<file path="src/rtl/calc_arbiter.sv">
// calc_arbiter: two-requester front end sharing one combinational ALU (CombCalc).
// A round-robin grant picks one requester per cycle, and a one-deep result
// register holds that requester's result until the consumer takes it. Each
// requester also has a sticky overflow flag.
//
// Ports
//   clk, reset                  clock, synchronous active-high reset
//   reqN_valid/ready            requester N handshake (ready is combinational)
//   reqN_op/a/b                 requester N opcode and signed operands
//   res_valid/res_ready         result handshake
//   res_id, res_r, res_ovf      owner index, value and overflow of the held result
//   ovf_clr, ovf_flag           per-requester clear pulse and sticky overflow

// CombCalc: add/sub/abs with signed overflow detection.
// When op[2]=1 the operands swap roles. For example, 100 computes B+A and 11x computes abs(A).
module CombCalc #(
  parameter int W = 16
) (
  input  logic [2:0]   op,
  input  logic [W-1:0] a,
  input  logic [W-1:0] b,
  output logic [W-1:0] r,
  output logic         ovf
);

  logic [W-1:0] lhs_s;
  logic [W-1:0] rhs_s;
  logic [W-1:0] sum_s;
  logic [W-1:0] diff_s;
  logic [W-1:0] negRhs_s;

  assign lhs_s    = op[2] ? b : a;
  assign rhs_s    = op[2] ? a : b;
  assign sum_s    = lhs_s + rhs_s;
  assign diff_s   = lhs_s - rhs_s;
  assign negRhs_s = ~rhs_s + {{(W-1){1'b0}}, 1'b1};

  // Result and overflow selection by operation class.
  always_comb begin
    r   = {W{1'b0}};
    ovf = 1'b0;
    case (op[1:0])
      2'b00: begin
        r   = sum_s;
        ovf = (lhs_s[W-1] == rhs_s[W-1]) && (sum_s[W-1] != lhs_s[W-1]);
      end
      2'b01: begin
        r   = diff_s;
        ovf = (lhs_s[W-1] != rhs_s[W-1]) && (diff_s[W-1] != lhs_s[W-1]);
      end
      2'b10, 2'b11: begin
        // The negation of the most negative value is itself. The sign bit stays set, and that marks the overflow.
        if (rhs_s[W-1]) begin
          r   = negRhs_s;
          ovf = negRhs_s[W-1];
        end else begin
          r   = rhs_s;
          ovf = 1'b0;
        end
      end
      default: begin
        r   = {W{1'b0}};
        ovf = 1'b0;
      end
    endcase
  end

endmodule

module calc_arbiter #(
  parameter int W = 16
) (
  input  logic         clk,
  input  logic         reset,
  input  logic         req0_valid,
  output logic         req0_ready,
  input  logic [2:0]   req0_op,
  input  logic [W-1:0] req0_a,
  input  logic [W-1:0] req0_b,
  input  logic         req1_valid,
  output logic         req1_ready,
  input  logic [2:0]   req1_op,
  input  logic [W-1:0] req1_a,
  input  logic [W-1:0] req1_b,
  output logic         res_valid,
  input  logic         res_ready,
  output logic         res_id,
  output logic [W-1:0] res_r,
  output logic         res_ovf,
  input  logic [1:0]   ovf_clr,
  output logic [1:0]   ovf_flag
);

  logic         prio_r;
  logic         space_s;
  logic         grant0_s;
  logic         grant1_s;
  logic         accept_s;
  logic [2:0]   calcOp_s;
  logic [W-1:0] calcA_s;
  logic [W-1:0] calcB_s;
  logic [W-1:0] calcRes_s;
  logic         calcOvf_s;

  // Space exists when the result slot is empty or is being drained this cycle.
  assign space_s  = !res_valid || res_ready;
  assign grant0_s = req0_valid && (!req1_valid || (prio_r == 1'b0));
  assign grant1_s = req1_valid && (!req0_valid || (prio_r == 1'b1));

  assign req0_ready = grant0_s && space_s && !reset;
  assign req1_ready = grant1_s && space_s && !reset;
  assign accept_s   = req0_ready || req1_ready;

  // The grant drives the operand mux. Requester 1 is selected only when it holds the grant.
  assign calcOp_s = grant1_s ? req1_op : req0_op;
  assign calcA_s  = grant1_s ? req1_a  : req0_a;
  assign calcB_s  = grant1_s ? req1_b  : req0_b;

  CombCalc #(.W(W)) uCalc (
    .op  (calcOp_s),
    .a   (calcA_s),
    .b   (calcB_s),
    .r   (calcRes_s),
    .ovf (calcOvf_s)
  );

  // Result register, owner index and round-robin priority.
  always_ff @(posedge clk) begin
    if (reset) begin
      res_valid <= 1'b0;
      res_id    <= 1'b0;
      res_r     <= {W{1'b0}};
      res_ovf   <= 1'b0;
      prio_r    <= 1'b0;
    end else if (accept_s) begin
      res_valid <= 1'b1;
      res_id    <= grant1_s;
      res_r     <= calcRes_s;
      res_ovf   <= calcOvf_s;
      prio_r    <= !grant1_s;
    end else if (res_valid && res_ready) begin
      res_valid <= 1'b0;
    end else begin
      res_valid <= res_valid;
    end
  end

  // Sticky per-requester overflow. A new overflow wins over a clear on the same edge.
  always_ff @(posedge clk) begin
    if (reset) begin
      ovf_flag <= 2'b00;
    end else begin
      if (req0_ready && calcOvf_s) begin
        ovf_flag[0] <= 1'b1;
      end else if (ovf_clr[0]) begin
        ovf_flag[0] <= 1'b0;
      end else begin
        ovf_flag[0] <= ovf_flag[0];
      end
      if (req1_ready && calcOvf_s) begin
        ovf_flag[1] <= 1'b1;
      end else if (ovf_clr[1]) begin
        ovf_flag[1] <= 1'b0;
      end else begin
        ovf_flag[1] <= ovf_flag[1];
      end
    end
  end

endmodule

</file>
<file path="config.mk">
export PLATFORM = sky130hd
export DESIGN_NAME = calc_arbiter
export DESIGN_NICKNAME = d
export VERILOG_FILES = /design/src/rtl/calc_arbiter.sv
export SDC_FILE = /design/constraint.sdc
export NUM_CORES = 1
export LEC_CHECK = 0
export CAP_MARGIN = 10
export CORE_ASPECT_RATIO = 1.25
export CORE_MARGIN = 2
export CORE_UTILIZATION = 46
export CTS_CLUSTER_DIAMETER = 150
export DETAILED_ROUTE_END_ITERATION = 12
export GPL_ROUTABILITY_DRIVEN = 0
export PLACE_DENSITY = 0.76
export SLEW_MARGIN = 20
export SYNTH_ARGS = -nofsm -noshare
export SYNTH_HDL_FRONTEND = slang
export SYNTH_SLANG_ARGS = --single-unit
</file>
<file path="constraint.sdc">
create_clock -name clk -period 3.8 [get_ports clk]
set_input_delay 0.57 -clock clk [delete_from_list [all_inputs] [get_ports clk]]
set_output_delay 0.57 -clock clk [all_outputs]
set_load 0.03 [all_outputs]
</file>
**Run 1: congestion heat map**

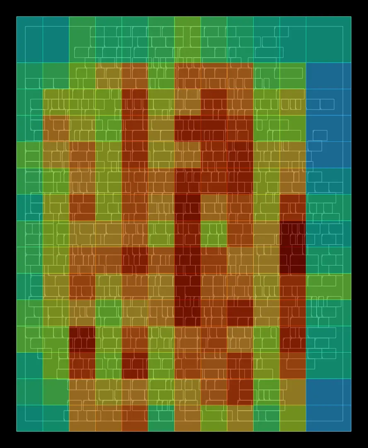
GR Layer Usage met3: 1.67%
met2 usage: 48.8%
drt wl/cell: 16.4 um

**Run 1: metal layers overlaid**

The bar under the picture is 20 um long. Two of the layers only.
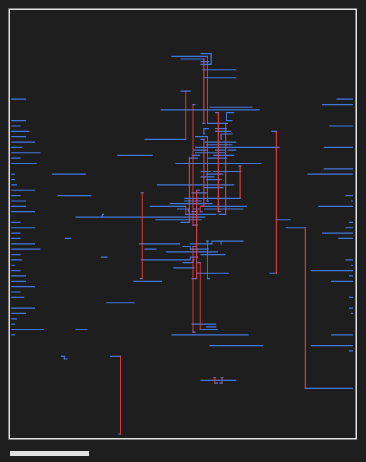
legend:
  red:
    layer: M4
    wire_length: 378 um
  blue:
    layer: M3
    wire_length: 826 um
Total Routing Usage GR: 26.7%
drt total wl: 13700 um
Via Count: 4853

**Run 1: register map, names as in the netlist**

The bar under the picture is 20 um long. Other sequential cells in the stronger grey, the rest of the logic in the fainter grey.
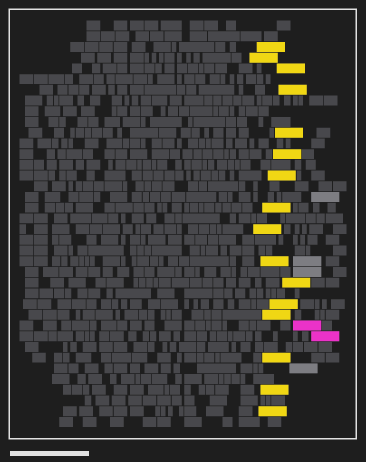
legend:
  yellow:
    name_in_the_netlist: res_r
    placed_flops: 16
  magenta:
    name_in_the_netlist: ovf_flag
    placed_flops: 2
not coloured: 4
Seq area share: 7.15%
register area: 440 sq um
Util after Layout: 71.6%

run 1: final cells by class:
class                      count  area, sq um
inverter                      30          113
multi-input combinational    455         3590
sequential                    22          440
clock buffer                   4         55.1
fill                         668         2450
tap                          120          150
timing repair buffer         205         1810
run 1: per-stage QoR:
| stage | setup TNS (ns) | worst slack, ns | power, W | instance area, sq um |
|---|---|---|---|---|
| after floorplan | 0 | 0.0189 | 0.00103 | 4040 |
| after global placement | -2.20 | -0.238 | 0.00148 | 5710 |
| after detailed placement | -3.51 | -0.365 | 0.00151 | 5710 |
| after CTS | -0.0376 | -0.0200 | 0.00170 | 5830 |
| after global routing | 0 | 0.0120 | 0.00197 | 6160 |
| final | 0 | 0.209 | 0.00186 | 6160 |
==> flow_metrics.py, run 1 <==
# Auto-generated metrics
metrics = {
    "run_status": {
        "status": "completed",
    },
    "synthesis": {
        "topCombFamilyByArea": "AND-OR/OR-AND gates",
        "ys_warn_count": 0,
        "ys.flop_type": "dfxtp_1",
        "most_common_cell": "a21oi_1",
        "postSynthSeqShare_pct": 10.9,
        "synth.net_count": 651,
        "ys_ff": 22,
        "synth_top_area_share_pct": 11.4,
    },
    "worst_setup_path": {
        "path_class": "input port to register",
        "path_max_fanout": 3,
        "cp-end-kind": "register",
        "cp.required_ns": 3.99,
        "slowest_delay_ns": 0.39,
        "crit_family": "AND-OR/OR-AND gates",
        "reg2reg_depth": 14,
        "path_cells": "dlymetal6s2s_1 > nor2b_2 > buf_4 > nor2_4 > buf_6 > mux2i_4 > inv_2 > ha_4 > nand2b_4 > a221oi_4 > nor4_4 > o221a_4 > o41ai_4 > mux2i_1 > xnor2_1 > nand2_1 > a311oi_2",
    },
    "hold_path": {
        "holdPathStages": 2,
        "hold_end": "ovf_flag[1]",
        "min_from": "ovf_flag[1]",
    },
    "power_and_ir_drop": {
        "clock_power_share_pct": 8.9,
        "ir_drop_v": 0.000156,
        "clk-power_w": 0.000166,
        "pg_seq_w": 0.000281,
        "p_per_area_mw_per_mm2": 301,
        "switching_share_pct": 44.4,
        "power_leader": "combinational logic",
        "leakage_nw": 2.60,
    },
    "final_timing": {
        "period_used_pct": 94.5,
        "drv_slew": 0,
        "setup_viol": 0,
        "slew_headroom_pct": 47.7,
        "fmax_ghz": 0.278,
    },
    "clock_network": {
        "cts.path.max_buffers": 2,
        "clkSlewWorstSetupHoldPaths_ns": 0.08,
        "ctsResizeCount": 12,
    },
    "final_layout": {
        "drive_gt1_share_pct": 25.8,
        "top_regs": "res_r (16), ovf_flag (2)",
        "largest_reg_flops": 16,
        "antenna_cells": 0,
    },
    "detailed_routing": {
        "highest_layer": "met4",
    },
    "grt": {
        "antenna_found_initial": 0,
        "grt-busiest-layer": "met2",
    },
    "floorplan": {
        "initCoreUtil_pct": 46.8,
    },
}
--- run 2 (diff from run 1) ---
Settings changed: CAP_MARGIN 10 to default, CORE_ASPECT_RATIO 1.25 to default.
**Run 2: gate families picked out**

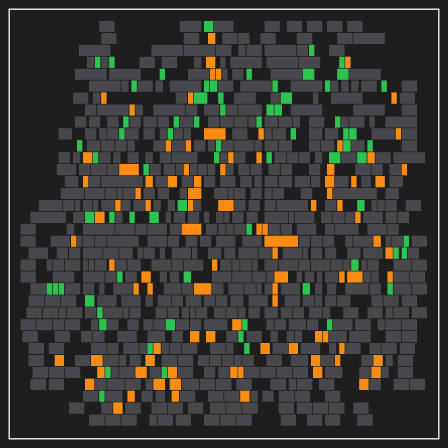
legend:
  orange:
    family: nor cells
    cells: 92
    most_used: nor2_1
  green:
    family: nand cells
    cells: 71
    most_used: nand2_1
Non-Filler Instances: 823
most instantiated logic cell after routing: buf_4
Comb/total area: 57.3%

**Run 2: register map, names as in the netlist**

The bar under the picture is 20 um long. Other sequential cells in the stronger grey, the rest of the logic in the fainter grey.
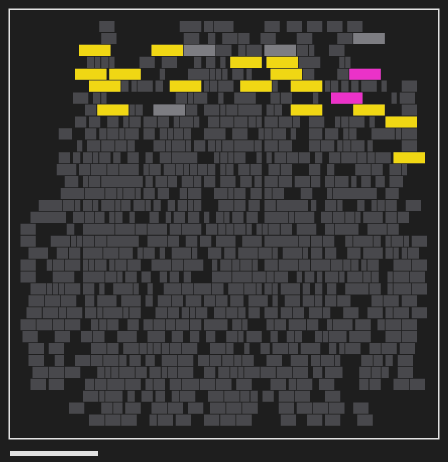
legend:
  yellow:
    name_in_the_netlist: res_r
    placed_flops: 16
  magenta:
    name_in_the_netlist: ovf_flag
    placed_flops: 2
not coloured: 4
Seq area share: 7.47%
Seq group: 0.000281 W
Util after Layout: 68.7%

**Run 2: metal layers overlaid**

The bar under the picture is 20 um long. Two of the layers only.
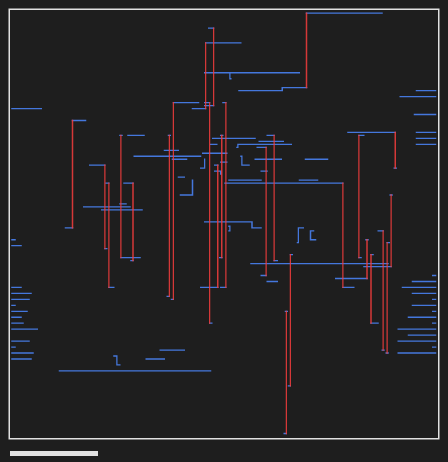
legend:
  red:
    layer: M4
    wire_length: 661 um
  blue:
    layer: M3
    wire_length: 541 um
Total Routing Usage GR: 27.3%
drt wl/cell: 16.2 um
drt total wl: 13300 um
Via Count: 4780

==> run 2 against run 1 <==
Compared with the run above:
- die area about the same
- synthesized cell count stayed put
- register-to-register slack worse by 0.02 ns
- global-route usage grew 0.54 points
- critical endpoint is now res_ovf
- largest power group unchanged
==> flow_metrics.py, run 2 <==
# Auto-generated metrics
metrics = {
    "grt": {
        "grt_use_met2_pct": 50.6,
        "antenna_found_initial": 0,
    },
    "worst_setup_path": {
        "path_class": "input port to register",
        "slowest_delay_ns": 0.37,
        "path_max_fanout": 10,
    },
    "floorplan": {
        "initCoreUtil_pct": 46.9,
    },
    "hold_path": {
        "holdPathStages": 2,
    },
    "final_layout": {
        "antenna_cells": 0,
        "top_regs": "res_r (16), ovf_flag (2)",
        "inv_count": 30,
        "nNonClkBuffers": 204,
        "clockBufferCount": 4,
    },
    "synthesis": {
        "synth.net_count": 651,
        "topCombFamilyByArea": "AND-OR/OR-AND gates",
        "ys_warn_count": 0,
    },
    "power_and_ir_drop": {
        "ir_drop_v": 0.000153,
    },
    "final_timing": {
        "period_used_pct": 95.1,
        "fmax_ghz": 0.277,
        "drv_slew": 0,
    },
    "detailed_routing": {
        "highest_layer": "met4",
    },
    "run_status": {
        "status": "completed",
    },
}
==> run 2: cell counts after synthesis <==
Identical to the previous run, type by type.
==> run 2: power by group <==
part           total, W  internal (W)  switching, W
Clock          0.000167     0.0000924     0.0000742
Sequential     0.000281      0.000263     0.0000182
Combinational   0.00131      0.000631      0.000677
Total           0.00176      0.000987      0.000770
==> run 2: per-stage QoR <==
| stage | util [%] | instance area (sq um) |
|---|---|---|
| after detailed placement | 66.5 | 5710 |
| after global placement | 66.5 | 5710 |
| final | 68.7 | 5900 |
| after floorplan | - | 4040 |
| after CTS | 67.5 | 5800 |
| after global routing | 68.7 | 5900 |
--- run 3 (diff from run 2) ---
Settings changed: CORE_UTILIZATION 46 to 51, PLACE_DENSITY 0.76 to 0.8.
Clock period 3.8 ns to 4 ns, I/O delays scaled along.
**Run 3: metal layers overlaid**

The bar under the picture is 20 um long. Two of the layers only.
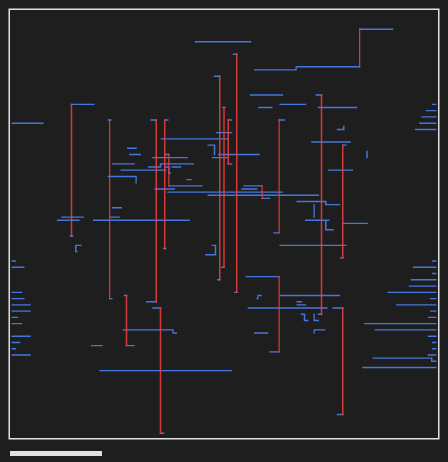
legend:
  red:
    layer: M4
    wire_length: 467 um
  blue:
    layer: M3
    wire_length: 592 um
Via Count: 4732
Total Routing Usage GR: 29.7%
drt total wl: 13300 um
drt wl/cell: 16.9 um

**Run 3: congestion heat map**

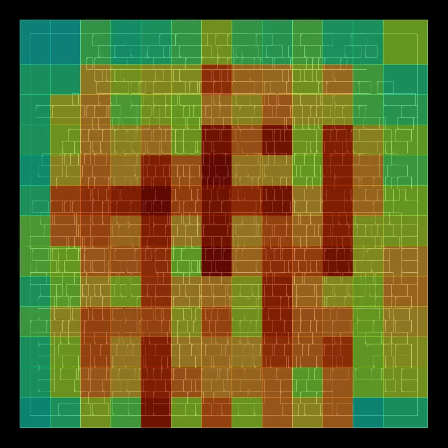
busiest grt layer: met2
Util after Layout: 75.0%
GR Layer Usage met3: 3.09%

**Run 3: cells coloured by class**

The bar under the picture is 20 um long.
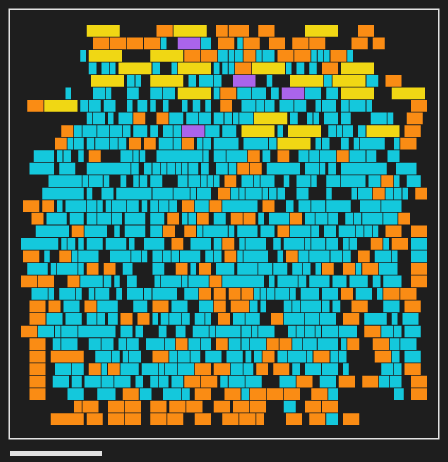
legend:
  cyan:
    class: remaining logic cells
    cells: 485
    share_of_their_area: 63%
  yellow:
    class: sequential cells
    cells: 22
    share_of_their_area: 7.8%
  orange:
    class: remaining buffers and delay cells
    cells: 175
    share_of_their_area: 28%
  purple:
    class: clock drivers and dummy loads
    cells: 4
    share_of_their_area: 0.98%
fin area: 0.00576 sq mm
row count: 32
Seq area share: 7.64%
core area: 0.00769 sq mm

==> run 3 against run 2 <==
Compared with the run above:
- first-iteration DRC count is 88% higher
- register-to-register slack better by 0.23 ns
- clock power is 4% lower
- worst hold slack better by 0.0043 ns
- core utilization is 6.3 points higher
- total power is 6.0% lower
- critical path type unchanged
- critical endpoint is now res_r[15]
- highest routed layer unchanged
==> flow_metrics.py, run 3 <==
# Auto-generated metrics
metrics = {
    "final_layout": {
        "logic_area_sq_mm": 0.00344,
        "mostFrequentLayoutCell": "clkdlybuf4s50_1",
        "largest_reg_flops": 16,
        "top_regs": "res_r (16), ovf_flag (2)",
        "fillers": 581,
    },
    "run_status": {
        "status": "completed",
    },
    "power_and_ir_drop": {
        "seq_power_share_pct": 16.2,
        "comb_power_w": 0.00122,
        "clk-power_w": 0.000160,
        "switching_share_pct": 44.7,
        "p_per_area_mw_per_mm2": 286,
        "pg_seq_w": 0.000267,
        "leakage_nw": 2.43,
        "p_comb_share_pct": 74.2,
    },
    "placed_design": {
        "dpl_worst_slack_ns": -0.392,
        "placed_cell_area_sq_mm": 0.00550,
    },
    "grt": {
        "grt_use_met2_pct": 57.1,
    },
    "floorplan": {
        "initCoreUtil_pct": 52.4,
    },
    "final_timing": {
        "drv_slew": 0,
        "fmax_ghz": 0.258,
        "setup_tns_ns": 0,
        "period_used_pct": 96.8,
        "setup_viol": 0,
    },
    "worst_setup_path": {
        "crit_family": "AND-OR/OR-AND gates",
        "path_class": "input port to register",
        "cp-end-kind": "register",
        "path_max_fanout": 10,
        "cp.required_ns": 4.18,
        "reg2reg_depth": 16,
    },
    "clock_network": {
        "cts.path.max_buffers": 2,
    },
    "synthesis": {
        "most_common_cell": "a21oi_1",
        "ys_ff": 22,
        "ys_warn_count": 0,
        "synth.net_count": 651,
        "postSynthSeqShare_pct": 10.9,
    },
    "hold_path": {
        "min_from": "res_r[3]",
        "holdPathStages": 2,
        "hold_end": "res_r[3]",
    },
}
-- run 3: cell type report --
type / instances / area share (%)
tap: 102 / 2.21
inverter: 30 / 1.95
clock buffer: 4 / 0.955
timing repair buffer: 175 / 27.5
multi-input combinational: 455 / 59.8
sequential: 22 / 7.64
-- run 3: logic make-up (layout without fill, tap and decap cells) --
logic type	after synthesis	count (layout)	synth area share, %
and+or+nand+nor	174	174	21.5
AOI/OAI and AO/OA	164	164	28.3
DFF	22	22	10.9
xor gates and xnor gates	25	25	5.43
muxes	59	59	15.5
buffers and inverters	64	209	7.73
adders and majority gates	33	33	10.6
-- run 3: timing repair --
| action | CTS | global route |
|---|---|---|
| pin swaps | 0 | 7 |
| buffers inserted | 0 | 5 |
| hold buffers | 0 | 0 |
| resized | 2 | 31 |
| endpoints found under the setup margin | 5 | 13 |
Power and IR drop assume default switching activity.
